Gate families picked out:
Scale bar: 20 um.
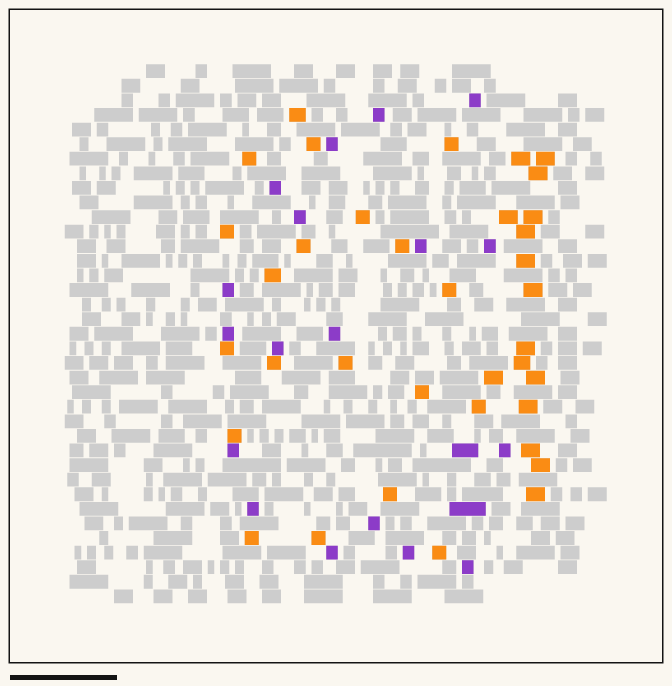
Metal layers overlaid:
Scale bar: 20 um.
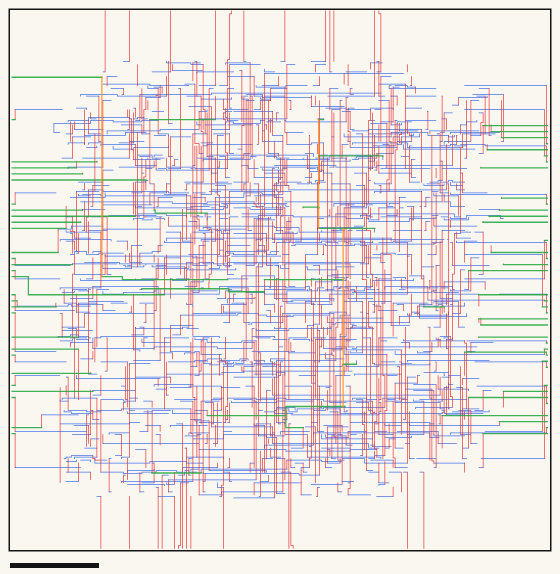
Design gpia_wb_ctrl, sky130hd; sources not shown.
==> impl_metrics.tcl <==
# flow metrics
set metrics [dict create \
    use_met1 0.210 \
    cellLeakagePower_nw 2.19 \
    worstSkewPairLatency_ns 0.43 \
    numCtsBuffers 17 \
    ys_cells 454 \
    grt-ovfl-total 0 \
    route.met3.wl_um 835 \
    power_frac_seq 0.474 \
    slowest_stage "clkdlybuf4s50_1" \
    r2r_slack_ns 1.62 \
    post-route-util 0.573 \
    layout_top_cell "dfxtp_1" \
    cts_tree "built" \
    place.port_buffers 92 \
    use_met2 0.260 \
    dpl.cell_count 655 \
    path_max_fanout 16 \
    finalInstanceArea_mm2 0.00584 \
    synthMuxAreaShare 0.0361 \
    drive_above_1_share 0.109 \
    grt_first_pass_wirelength_um 19400 \
    hpwl_um 8590 \
    p_sw_mw 0.692 \
    root_buffer "clkbuf_8" \
    period_used_share 0.661 \
    critPathBufInv 3 \
    ir_worst_vdd_v 0.000231 \
    finalSetupTns_ns 0 \
    preCtsSetupSlack_ns 0.693 \
    gp_congestion 0.740 \
    clock-sinks 117 \
    cp.depth 7 \
    inverters_excl_clock 1 \
    ys_types 30 \
    floorplan.nets 510 \
    largest_class "registers" \
    synth_warnings 0 \
    edf_count 0 \
    drc_errors 0 \
    path_cells "clkdlybuf4s50_1, buf_4, nor2b_4, nor3b_4, buf_4, a21boi_0, o21a_1" \
    outcome "finished clean" \
    power_frac_clock 0.443 \
    ant_nets 0 \
    signal_buffers 102 \
    path_class "in2reg" \
    arrival_ns 2.50 \
    die_area_mm2 0.0148 \
    tightest_slew_ns 1.02 \
    die_h_um 122 \
    fillers 1137 \
    ys_sh_adder 0 \
    core-area_mm2 0.0102 \
    grt_max_degree 62 \
    grt_use_met3 0.0634 \
    logic_family "simple AND/OR/NAND/NOR gates" \
    seq_area_frac 0.401 \
    cp_common_cell "buf_4" \
    syn2layout_area_growth_pct 31.6 \
    fp-row-count 37 \
    fp_util 0.436 \
    synth.area.top_cells "dfxtp_1, and2_1, nand2_1" \
    p_clk_mw 1.39 \
    warnings 26 \
    place_area_mm2 0.00542 \
    ys_area_mm2 0.00444 \
    internal-power_mw 2.45 \
]
About 'gate families picked out':
family	color	cells	most used
non-inverting ao/oa cells	orange	36	o21a_1
nor cells	purple	20	nor2b_1
fin cells: 685
logic share of the area: 0.328

About 'metal layers overlaid':
layer	color	wire length
M4	orange	110 um
M3	green	836 um
M2	red	5,530 um
M1	blue	5,790 um
routed vias: 3,539
total track usage: 0.168
DR WL/cell: 17.9 um
final wirelength: 12,300 um

